run_1/congestion_map.png
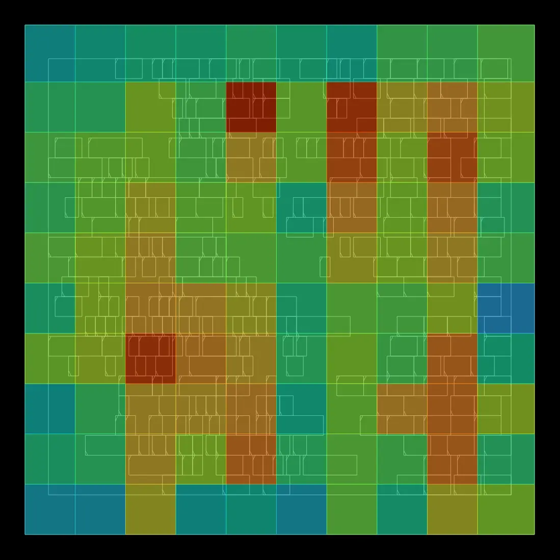
run_1/util_map.png
Scale bar: 20 um. The die is cut into 7 by 7 equal tiles; black is low, pale yellow is high, 0 to 100% covered.
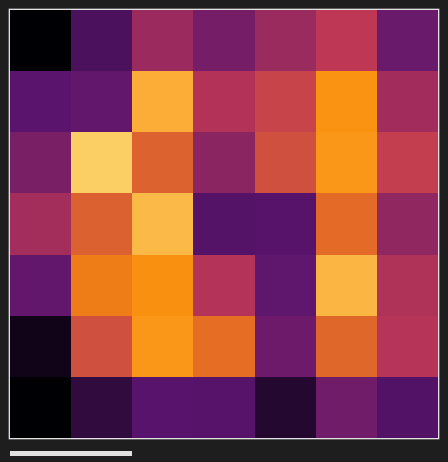
run_1/m2.png
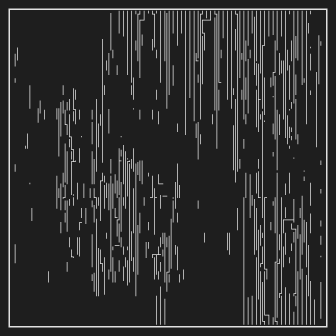
run_1/m1.png
Scale bar: 20 um.
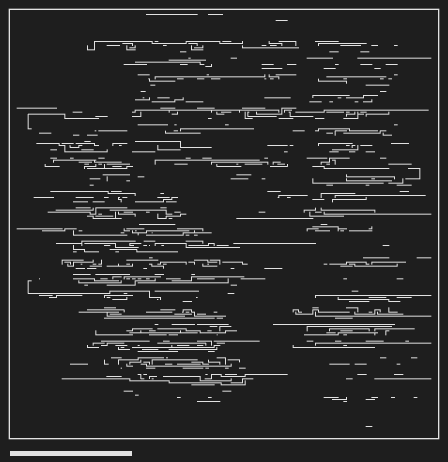
`src/rtl/svc_sram_arbiter_pkg.sv`:
```
// Shared types for the SRAM request arbiter.
//   state_t : arbiter FSM states
//   dir_t   : transfer direction (read / write)
//   grant_state() maps a direction onto its GRANT state.
package svc_sram_arbiter_pkg;

  typedef enum logic [1:0] {
    IDLE,
    TURN,
    GRANT_RD,
    GRANT_WR
  } state_t;

  typedef enum logic {
    DIR_RD,
    DIR_WR
  } dir_t;

  function automatic state_t grant_state(input dir_t dir);
    return (dir == DIR_WR) ? GRANT_WR : GRANT_RD;
  endfunction

endpackage

```
`src/rtl/svc_sram_arbiter_if.sv`:
```
// Bus bundle between the framebuffer clients, the arbiter and the SRAM
// controller request port.
//   s_rd_*  : display read requester (request + response passthrough)
//   s_wr_*  : graphics write requester
//   m_*     : SRAM controller request port and read response
//   wr_starved : status, pending write has waited the maximum time
// Modports:
//   slave  : the arbiter's view (requests and controller ready/response in)
//   master : the surrounding system's view (clients and controller)
interface svc_sram_arbiter_if #(
  parameter int unsigned ADDR_WIDTH = 20,
  parameter int unsigned DATA_WIDTH = 16
);

  logic                  s_rd_valid;
  logic                  s_rd_ready;
  logic [ADDR_WIDTH-1:0] s_rd_addr;
  logic                  s_rd_resp_valid;
  logic [DATA_WIDTH-1:0] s_rd_resp_data;

  logic                  s_wr_valid;
  logic                  s_wr_ready;
  logic [ADDR_WIDTH-1:0] s_wr_addr;
  logic [DATA_WIDTH-1:0] s_wr_data;

  logic                  m_valid;
  logic                  m_ready;
  logic                  m_we;
  logic [ADDR_WIDTH-1:0] m_addr;
  logic [DATA_WIDTH-1:0] m_data;
  logic                  m_rd_resp_valid;
  logic [DATA_WIDTH-1:0] m_rd_resp_data;

  logic                  wr_starved;

  modport slave (
    input  s_rd_valid, s_rd_addr,
    input  s_wr_valid, s_wr_addr, s_wr_data,
    input  m_ready, m_rd_resp_valid, m_rd_resp_data,
    output s_rd_ready, s_rd_resp_valid, s_rd_resp_data,
    output s_wr_ready,
    output m_valid, m_we, m_addr, m_data,
    output wr_starved
  );

  modport master (
    output s_rd_valid, s_rd_addr,
    output s_wr_valid, s_wr_addr, s_wr_data,
    output m_ready, m_rd_resp_valid, m_rd_resp_data,
    input  s_rd_ready, s_rd_resp_valid, s_rd_resp_data,
    input  s_wr_ready,
    input  m_valid, m_we, m_addr, m_data,
    input  wr_starved
  );

endinterface

```
`src/rtl/svc_sram_arbiter.sv`:
```
// Read-priority arbiter sharing one SRAM controller request port between a
// display read requester and a graphics write requester.
//   clk : memory clock
//   rst : synchronous, active-high reset
//   bus : svc_sram_arbiter_if.slave (s_rd_*, s_wr_*, m_*, wr_starved)
// Grants are burst-sticky up to BURST_MAX beats; a direction change inserts
// TURNAROUND idle cycles; a write waiting WR_MAX_WAIT cycles is forced next.
// Read responses pass straight through; no outstanding reads are tracked.
module svc_sram_arbiter
  import svc_sram_arbiter_pkg::*;
#(
  parameter int unsigned ADDR_WIDTH  = 20,
  parameter int unsigned DATA_WIDTH  = 16,
  parameter int unsigned BURST_MAX   = 16,
  parameter int unsigned WR_MAX_WAIT = 8,
  parameter int unsigned TURNAROUND  = 1
) (
  input  logic                clk,
  input  logic                rst,
  svc_sram_arbiter_if.slave   bus
);

  localparam int unsigned BW = $clog2(BURST_MAX + 1);
  localparam int unsigned WW = $clog2(WR_MAX_WAIT + 1);
  localparam int unsigned TW = (TURNAROUND > 1) ? $clog2(TURNAROUND) : 1;

  localparam logic [BW-1:0] BEAT_LAST = BW'(BURST_MAX - 1);
  localparam logic [WW-1:0] WAIT_MAX  = WW'(WR_MAX_WAIT);
  localparam logic [TW-1:0] TURN_LAST = TW'((TURNAROUND > 0) ? TURNAROUND - 1 : 0);

  state_t        state_q,       state_d;
  dir_t          last_dir_q,    last_dir_d;
  dir_t          pending_dir_q, pending_dir_d;
  logic [BW-1:0] beat_cnt_q,    beat_cnt_d;
  logic [TW-1:0] turn_cnt_q,    turn_cnt_d;
  logic [WW-1:0] wr_wait_cnt_q, wr_wait_cnt_d;

  logic                  m_valid_c;
  logic                  m_we_c;
  logic [ADDR_WIDTH-1:0] m_addr_c;
  logic [DATA_WIDTH-1:0] m_data_c;
  logic                  rd_ready_c;
  logic                  wr_ready_c;
  logic                  rd_hs;
  logic                  wr_hs;
  logic                  wr_starved_c;
  logic                  wr_force;
  dir_t                  pick_dir;

  assign wr_starved_c = (wr_wait_cnt_q == WAIT_MAX);
  assign wr_force     = bus.s_wr_valid && wr_starved_c;
  assign rd_hs        = (state_q == GRANT_RD) && bus.s_rd_valid && bus.m_ready;
  assign wr_hs        = (state_q == GRANT_WR) && bus.s_wr_valid && bus.m_ready;

  // Granted channel is wired straight through to the controller port.
  always_comb begin
    m_valid_c  = 1'b0;
    m_we_c     = 1'b0;
    m_addr_c   = '0;
    m_data_c   = '0;
    rd_ready_c = 1'b0;
    wr_ready_c = 1'b0;
    unique case (state_q)
      GRANT_RD: begin
        m_valid_c  = bus.s_rd_valid;
        m_addr_c   = bus.s_rd_addr;
        rd_ready_c = bus.m_ready;
      end
      GRANT_WR: begin
        m_valid_c  = bus.s_wr_valid;
        m_we_c     = 1'b1;
        m_addr_c   = bus.s_wr_addr;
        m_data_c   = bus.s_wr_data;
        wr_ready_c = bus.m_ready;
      end
      default: ;
    endcase
  end

  // Starved write beats everything; otherwise reads win ties.
  always_comb begin
    if (wr_force)             pick_dir = DIR_WR;
    else if (bus.s_rd_valid)  pick_dir = DIR_RD;
    else                      pick_dir = DIR_WR;
  end

  always_comb begin
    state_d       = state_q;
    last_dir_d    = last_dir_q;
    pending_dir_d = pending_dir_q;
    beat_cnt_d    = beat_cnt_q;
    turn_cnt_d    = turn_cnt_q;
    unique case (state_q)
      IDLE: begin
        if (bus.s_rd_valid || bus.s_wr_valid) begin
          if ((pick_dir != last_dir_q) && (TURNAROUND != 0)) begin
            state_d       = TURN;
            pending_dir_d = pick_dir;
            turn_cnt_d    = '0;
          end else begin
            state_d    = grant_state(pick_dir);
            last_dir_d = pick_dir;
            beat_cnt_d = '0;
          end
        end
      end
      TURN: begin
        if (turn_cnt_q == TURN_LAST) begin
          state_d    = grant_state(pending_dir_q);
          last_dir_d = pending_dir_q;
          beat_cnt_d = '0;
        end else begin
          turn_cnt_d = turn_cnt_q + 1'b1;
        end
      end
      GRANT_RD: begin
        if (rd_hs) beat_cnt_d = beat_cnt_q + 1'b1;
        // A starved write only preempts on a read handshake, so the accepted
        // beat always completes before the grant is dropped.
        if (!bus.s_rd_valid || (rd_hs && ((beat_cnt_q == BEAT_LAST) || wr_force)))
          state_d = IDLE;
      end
      GRANT_WR: begin
        if (wr_hs) beat_cnt_d = beat_cnt_q + 1'b1;
        if (!bus.s_wr_valid || (wr_hs && (beat_cnt_q == BEAT_LAST)))
          state_d = IDLE;
      end
      default: state_d = IDLE;
    endcase
  end

  // Wait time only accrues while the write is pending and not granted: a
  // write stalled by the controller inside its own grant is not starving.
  always_comb begin
    wr_wait_cnt_d = wr_wait_cnt_q;
    if (!bus.s_wr_valid || wr_hs || (state_q == GRANT_WR))
      wr_wait_cnt_d = '0;
    else if (wr_wait_cnt_q != WAIT_MAX)
      wr_wait_cnt_d = wr_wait_cnt_q + 1'b1;
  end

  always_ff @(posedge clk) begin
    if (rst) begin
      state_q       <= IDLE;
      last_dir_q    <= DIR_RD;
      pending_dir_q <= DIR_RD;
      beat_cnt_q    <= '0;
      turn_cnt_q    <= '0;
      wr_wait_cnt_q <= '0;
    end else begin
      state_q       <= state_d;
      last_dir_q    <= last_dir_d;
      pending_dir_q <= pending_dir_d;
      beat_cnt_q    <= beat_cnt_d;
      turn_cnt_q    <= turn_cnt_d;
      wr_wait_cnt_q <= wr_wait_cnt_d;
    end
  end

  assign bus.m_valid         = m_valid_c;
  assign bus.m_we            = m_we_c;
  assign bus.m_addr          = m_addr_c;
  assign bus.m_data          = m_data_c;
  assign bus.s_rd_ready      = rd_ready_c;
  assign bus.s_wr_ready      = wr_ready_c;
  assign bus.wr_starved      = wr_starved_c;
  assign bus.s_rd_resp_valid = bus.m_rd_resp_valid;
  assign bus.s_rd_resp_data  = bus.m_rd_resp_data;

endmodule

```
`src/flat_wrapper.sv`:
```
// flat-port wrapper written by rule: the top's interface ports become plain ports
module svc_sram_arbiter_flat import svc_sram_arbiter_pkg::*;
#(
  parameter int unsigned ADDR_WIDTH  = 20,
  parameter int unsigned DATA_WIDTH  = 16,
  parameter int unsigned BURST_MAX   = 16,
  parameter int unsigned WR_MAX_WAIT = 8,
  parameter int unsigned TURNAROUND  = 1
)
  (clk, rst, bus_s_rd_valid, bus_s_rd_addr, bus_s_wr_valid, bus_s_wr_addr, bus_s_wr_data, bus_m_ready, bus_m_rd_resp_valid, bus_m_rd_resp_data, bus_s_rd_ready, bus_s_rd_resp_valid, bus_s_rd_resp_data, bus_s_wr_ready, bus_m_valid, bus_m_we, bus_m_addr, bus_m_data, bus_wr_starved);
  svc_sram_arbiter_if #(.ADDR_WIDTH(ADDR_WIDTH), .DATA_WIDTH(DATA_WIDTH)) bus_i ();
  input  logic clk;
  input  logic rst;
  input wire logic [$bits(bus_i.s_rd_valid)-1:0] bus_s_rd_valid;
  input wire logic [$bits(bus_i.s_rd_addr)-1:0] bus_s_rd_addr;
  input wire logic [$bits(bus_i.s_wr_valid)-1:0] bus_s_wr_valid;
  input wire logic [$bits(bus_i.s_wr_addr)-1:0] bus_s_wr_addr;
  input wire logic [$bits(bus_i.s_wr_data)-1:0] bus_s_wr_data;
  input wire logic [$bits(bus_i.m_ready)-1:0] bus_m_ready;
  input wire logic [$bits(bus_i.m_rd_resp_valid)-1:0] bus_m_rd_resp_valid;
  input wire logic [$bits(bus_i.m_rd_resp_data)-1:0] bus_m_rd_resp_data;
  output wire logic [$bits(bus_i.s_rd_ready)-1:0] bus_s_rd_ready;
  output wire logic [$bits(bus_i.s_rd_resp_valid)-1:0] bus_s_rd_resp_valid;
  output wire logic [$bits(bus_i.s_rd_resp_data)-1:0] bus_s_rd_resp_data;
  output wire logic [$bits(bus_i.s_wr_ready)-1:0] bus_s_wr_ready;
  output wire logic [$bits(bus_i.m_valid)-1:0] bus_m_valid;
  output wire logic [$bits(bus_i.m_we)-1:0] bus_m_we;
  output wire logic [$bits(bus_i.m_addr)-1:0] bus_m_addr;
  output wire logic [$bits(bus_i.m_data)-1:0] bus_m_data;
  output wire logic [$bits(bus_i.wr_starved)-1:0] bus_wr_starved;
  assign bus_i.s_rd_valid = bus_s_rd_valid;
  assign bus_i.s_rd_addr = bus_s_rd_addr;
  assign bus_i.s_wr_valid = bus_s_wr_valid;
  assign bus_i.s_wr_addr = bus_s_wr_addr;
  assign bus_i.s_wr_data = bus_s_wr_data;
  assign bus_i.m_ready = bus_m_ready;
  assign bus_i.m_rd_resp_valid = bus_m_rd_resp_valid;
  assign bus_i.m_rd_resp_data = bus_m_rd_resp_data;
  assign bus_s_rd_ready = bus_i.s_rd_ready;
  assign bus_s_rd_resp_valid = bus_i.s_rd_resp_valid;
  assign bus_s_rd_resp_data = bus_i.s_rd_resp_data;
  assign bus_s_wr_ready = bus_i.s_wr_ready;
  assign bus_m_valid = bus_i.m_valid;
  assign bus_m_we = bus_i.m_we;
  assign bus_m_addr = bus_i.m_addr;
  assign bus_m_data = bus_i.m_data;
  assign bus_wr_starved = bus_i.wr_starved;
  svc_sram_arbiter #(.ADDR_WIDTH(ADDR_WIDTH), .DATA_WIDTH(DATA_WIDTH), .BURST_MAX(BURST_MAX), .WR_MAX_WAIT(WR_MAX_WAIT), .TURNAROUND(TURNAROUND)) u_core (.clk(clk), .rst(rst), .bus(bus_i));
endmodule
```
`config.mk`:
```
export PLATFORM = sky130hd
export DESIGN_NAME = svc_sram_arbiter_flat
export DESIGN_NICKNAME = d
export VERILOG_FILES = /design/src/rtl/svc_sram_arbiter_pkg.sv /design/src/rtl/svc_sram_arbiter_if.sv /design/src/rtl/svc_sram_arbiter.sv /design/src/flat_wrapper.sv
export SDC_FILE = /design/constraint.sdc
export NUM_CORES = 1
export LEC_CHECK = 0
export ABC_AREA = 1
export CAP_MARGIN = 15
export CORE_MARGIN = 3
export CORE_UTILIZATION = 31
export DETAILED_ROUTE_END_ITERATION = 8
export HOLD_SLACK_MARGIN = 0.03
export MAX_ROUTING_LAYER = met4
export PLACE_DENSITY_LB_ADDON = 0.12
export SYNTH_ARGS = -nofsm -noshare
export SYNTH_HDL_FRONTEND = slang
export SYNTH_SLANG_ARGS = --single-unit
```
`constraint.sdc`:
```
create_clock -name clk -period 5.7 [get_ports clk]
set_input_delay 0.57 -clock clk [delete_from_list [all_inputs] [get_ports clk]]
set_output_delay 0.57 -clock clk [all_outputs]
set_load 0.005 [all_outputs]
```
==> metrics.cfg, run 1 <==
[status]
status=finished, final reports clean

[synthesis]
synth.largest_area_cell=dfxtp_1
area_leaders=dfxtp_1, a22o_1, inv_1
ys_async_sr_fraction=0
ys.warnings.count=0
ys_seq_elements=13
mux_area_frac=0
top_cell_area_share=0.206
enable_flop_cells=0
yosys_area_sq_mm=0.00127
ys_seq_share=0.206
top_cells_by_count=inv_1, nand2_1, nor2_1
synth_cell_types=23
syn-num-nets=283
yosys.area_share.aoi=0.239
ys_sh_xor=0.00692
syn_inst=200

[setup_path]
path_class=flop to primary output
slowest_delay_ns=0.54
critical-path-top-delay-family=buffers and inverters
critPathLaunch=u_core.state_q[0]$_SDFFE_PP0P_
crit_chain=nand2_4 -> inv_2 -> a22o_1 -> clkdlybuf4s50_1
reg2regPathDepth=14
rr_endpoint=u_core.beat_cnt_q[1]$_SDFFE_PP0P_
worstReg2RegStart=u_core.wr_wait_cnt_q[0]$_SDFFE_PP0P_
endpoint=bus_m_addr[18]
cp-end-kind=primary output
startpoint_type=flop
cp_num_buf_inv=2

[grt]
grt_pass1_wl_um=6900
grt_overflow=0
antenna_found_initial=0
grt_max_degree=23
grt_pass1_vias=1323
busiest_layer=met2

[drt]
vias_per_cell=4.61
drtIter0Drc=46
top_layer_used=met4
met1_length_um=1810
wl_met2_um=2280
firstDrtPassIters=4
route.met3.wl_um=442

[timing]
final_max_slew_viol_count=0
finClkSkew_ns=0.0116
tns_ns=0
hold_violations=0
maxSlewHeadroom=0.696
worstMarginPinSlew_ns=0.455
setup_viol=0
rsz0062_at_grt=false
period_minus_slack_ns=2.63

[layout]
nClkBuffers=3
largest_cell_class=buffers
nets=366
clk_share=0.0208
flops=13
nNonClkBuffers=101
seq_area_sq_um=260
logic_gate_count=124
n_all_inverters=40
comb_area_share=0.313
drive_gt1_frac=0.0426
sh_seq_area=0.117
multiInputGateArea_sq_um=697

[cts]
cts_tree=done
cts_max_path_buffers=2
numCtsBuffers=3
numClockSinks=13
htree_levels=1
cts_setup_buffers=0
postCtsResizedCells=0
postCtsHoldBufs=0
clock_latency_ns=0.26

[floorplan]
rows=22
nWellTaps=48
die_width_um=69.9
die_h_um=69.9
io_pins=136

[pwr]
comb-power_uw=436
power_leader=combinational logic
p_int_uw=400
p_sw_uw=270
vdd_drop_max_v=0.000201
power_clock_uw=88.4
p_clk_frac=0.132
p_sw_frac=0.403

[run]
warning_count=27
maxCapViolations=0

[place]
numPortBuffers=101
gp_congestion=0.921

[worst_hold_path]
hold_depth=2
hold_path.class=flop to flop

## Picture notes: congestion_map.png
Layout Utilization: 0.586
Total Routing Usage GR: 0.179
met3 usage: 0.0489
M2 GR Usage: 0.312

## Picture notes: util_map.png
fullest tile: 90%
tiles over 75% full: 16%
mean over tiles: 44%
Core Region: 0.00380 sq mm
fp_density: 0.333

## Picture notes: m2.png
longest straight run: 34.8 um
nets with wire on the layer: 290
wire length on this layer: 2280 um
routed vias: 1522
final WL: 4600 um

## Picture notes: m1.png
nets with wire on the layer: 311
share of all routed wire: 39%
longest straight run: 23.5 um
GR Util met1: 0.200

[run 1: metrics by stage]
stage / worst slack [ns] / cells / hold WS [ns] / area (sq um) / total power, mW
CTS: 3.07 / 330 / 0.468 / 2220 / 0.670
finish: 3.07 / 330 / 0.463 / 2220 / 0.669
global route: 2.91 / 330 / 0.510 / 2220 / 0.724
floorplan: 3.75 / 200 / 0.439 / 1270 / 0.390
global placement: 3.14 / 326 / 0.454 / 2180 / 0.582
detailed placement: 3.16 / 326 / 0.460 / 2180 / 0.583
[run 1: state kept, by name, indices dropped and copies added (netlist names)]
register / count
u_core.last_dir_q: 1
u_core.wr_wait_cnt_q: 4
u_core.beat_cnt_q: 5
u_core.state_q: 2
u_core.pending_dir_q: 1
## Run 2: what changed since run 1
- CORE_UTILIZATION: 31 -> 26
- clock period: 5.7 -> 2.3 ns (I/O delays scaled with it)
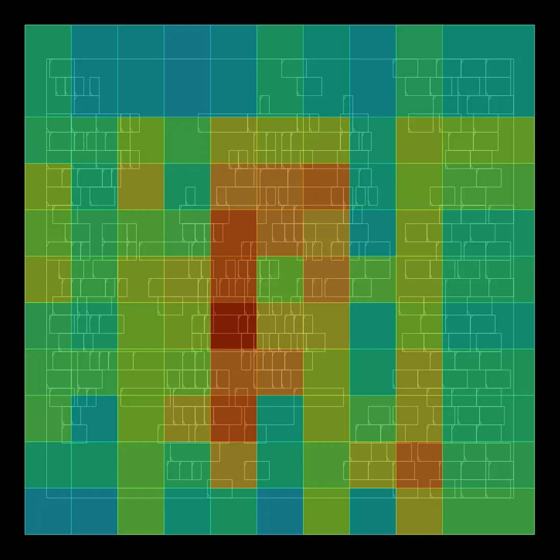
run_2/congestion_map.png
M2 GR Usage: 0.260
Layout Utilization: 0.499

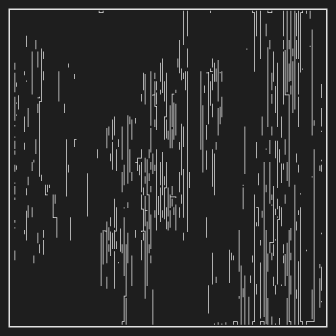
run_2/m2.png
nets with wire on the layer: 287
longest straight run: 41.3 um
wire length on this layer: 1910 um
share of all routed wire: 45%
routed vias: 1546
final WL: 4210 um

==> run 2 against run 1 <==
Net effect: clock power up 140%; count of clock-buffer cells in the layout is 1 higher; first-iteration DRC count fell by 17%; clock skew is 0.011 ns lower; power up 150%; sequential power rose to 2.5 times the previous value; cell area rose by 1.8%; via count rose by 1.6%; worst hold slack got worse by 0.0035 ns; register-to-register slack worse by 3.2 ns.
==> metrics.cfg, run 2 <==
[setup_path]
cp.arrival_ns=1.92
worstPathRequired_ns=2.07
startpoint_type=flop
reg2regPathDepth=13
slowest_delay_ns=0.58
critPathMaxFanout=22
critPathLaunch=u_core.state_q[0]$_SDFFE_PP0P_
cp-end-kind=primary output
path_class=flop to primary output
worstReg2RegStart=u_core.wr_wait_cnt_q[0]$_SDFFE_PP0P_
crit_chain=nand2_4 -> inv_2 -> a22o_1 -> clkdlybuf4s50_1
cp_slowest_cell=dfxtp_1
rrSetupSlack_ns=0.25
rr_endpoint=u_core.beat_cnt_q[2]$_SDFFE_PP0P_
endpoint=bus_m_addr[12]

[pwr]
pwr-share-seq=0.220
power_leader=combinational logic
powerSeq_uw=366
p_clk_frac=0.125
power_mw=1.66
cellPowerDensity_mw_per_mm2=732
p_int_mw=1.01
comb-power_mw=1.09
p_sw_frac=0.392
power_clock_uw=208
p_sw_uw=650
p_leak_nw=1.01
vdd_drop_max_v=0.000234

[synthesis]
yosys.area_share.aoi=0.239
ys_seq_elements=13
flop_cell=dfxtp_1
syn_inst=200
avgSynthCellArea_sq_um=6.33
syn-cell-area_sq_mm=0.00127
ys_top_logic_family=simple AND/OR/NAND/NOR gates
top_cell=inv_1
synth_cell_types=23
ys_sh_simple=0.255
top_cells_by_count=inv_1, nand2_1, nor2_1
ys.warnings.count=0
ys_seq_share=0.206
top_cell_area_share=0.206
yosys_area_sq_mm=0.00127
mux_area_frac=0
fa_ha_area_frac=0.0494
ys_sh_xor=0.00692
ys_async_sr_fraction=0
area_leaders=dfxtp_1, a22o_1, inv_1
synth.largest_area_cell=dfxtp_1
yosys-stat-cells=200
syn-num-nets=283
enable_flop_cells=0

[run]
warning_count=27
maxCapViolations=0

[floorplan]
dieArea_sq_mm=0.00574
io_pins=136
rows=24
die_h_um=75.8
die_width_um=75.8
coreArea_sq_mm=0.00453
initCoreUtil=0.279

[layout]
largest_reg_flops=5
reg_top3=u_core.beat_cnt_q: 5 flops, u_core.wr_wait_cnt_q: 4 flops, u_core.state_q: 2 flops
final_layout_top_logic_cell=clkdlybuf4s50_1
fin_area_sq_mm=0.00226
regMostFlops=u_core.beat_cnt_q
fin_cells=349
area.growth.synth_to_final_pct=78.9
drive_gt1_frac=0.0458
diodes=0
nets=368

[place]
preCtsSetupSlack_ns=0.144
hpwlAfterDp_um=3490
gp_congestion=0.876
placed_cells=345
numPortBuffers=101
placed_cell_area_sq_mm=0.00221

[drt]
top_layer_used=met4
wl_per_cell_um=12.0
route.met3.wl_um=530
drcViolationCount=0
firstDrtPassIters=4
drtIter0Drc=38
wl_met2_um=1910
met1_length_um=1670
vias_per_cell=4.43

[timing]
rsz0062_at_grt=false
setup_ws_ns=0.148
setup_viol=0
hold_slack_ns=0.460
max_freq_mhz=465
tns_ns=0
finClkSkew_ns=0.000875
period_minus_slack_ns=2.15
final_max_slew_viol_count=0
worstMarginPinSlew_ns=0.424
hold_violations=0
period_used_share=0.936
maxSlewHeadroom=0.717

[cts]
cts_max_path_buffers=2
numClockSinks=13
clock_latency_ns=0.25
numCtsBuffers=3
ctsRootBufferMaster=clkbuf_8
cts_tree=done
clk_pin_slew_ns=0.06
htree_levels=1

[grt]
grt_pass1_wl_um=6510
grt_max_degree=23
antenna_found_initial=0
grt_overflow=0
busiest_layer=met2
use_met1=0.162
use_met3=0.0383
grt_usage=0.151
grt_pass1_vias=1501

[worst_hold_path]
hold_depth=0
hold_path.class=input pin to primary output
min_to=bus_s_rd_resp_data[12]
min_from=bus_m_rd_resp_data[12]

[status]
status=finished, final reports clean

[run 2: cell counts after synthesis]
Identical to the previous run, type by type.
[run 2: repair_timing]
| item | in CTS | in global routing |
|---|---|---|
| buffers inserted | 0 | 0 |
| hold buffers | 0 | 0 |
| setup endpoints to repair | 0 | 5 |
| resized | 0 | 2 |
[run 2: area by class of cell]
class	count	area (sq um)	share of cell area
clock buffer	4	45.0	0.0199
inverter	40	150	0.0663
multi-input combinational	124	702	0.310
sequential	13	260	0.115
tap	65	81.3	0.0359
timing repair buffer	103	1030	0.453
[run 2: critical path: cells and delay by family (launching register included)]
kind,cells,cell delay [ns]
buffers and inverters,2,0.81
DFF,1,0.58
and+or+nand+nor,1,0.07
AOI/OAI and AO/OA,1,0.22
Power figures rest on the tool's default switching activity, not on a simulated workload.
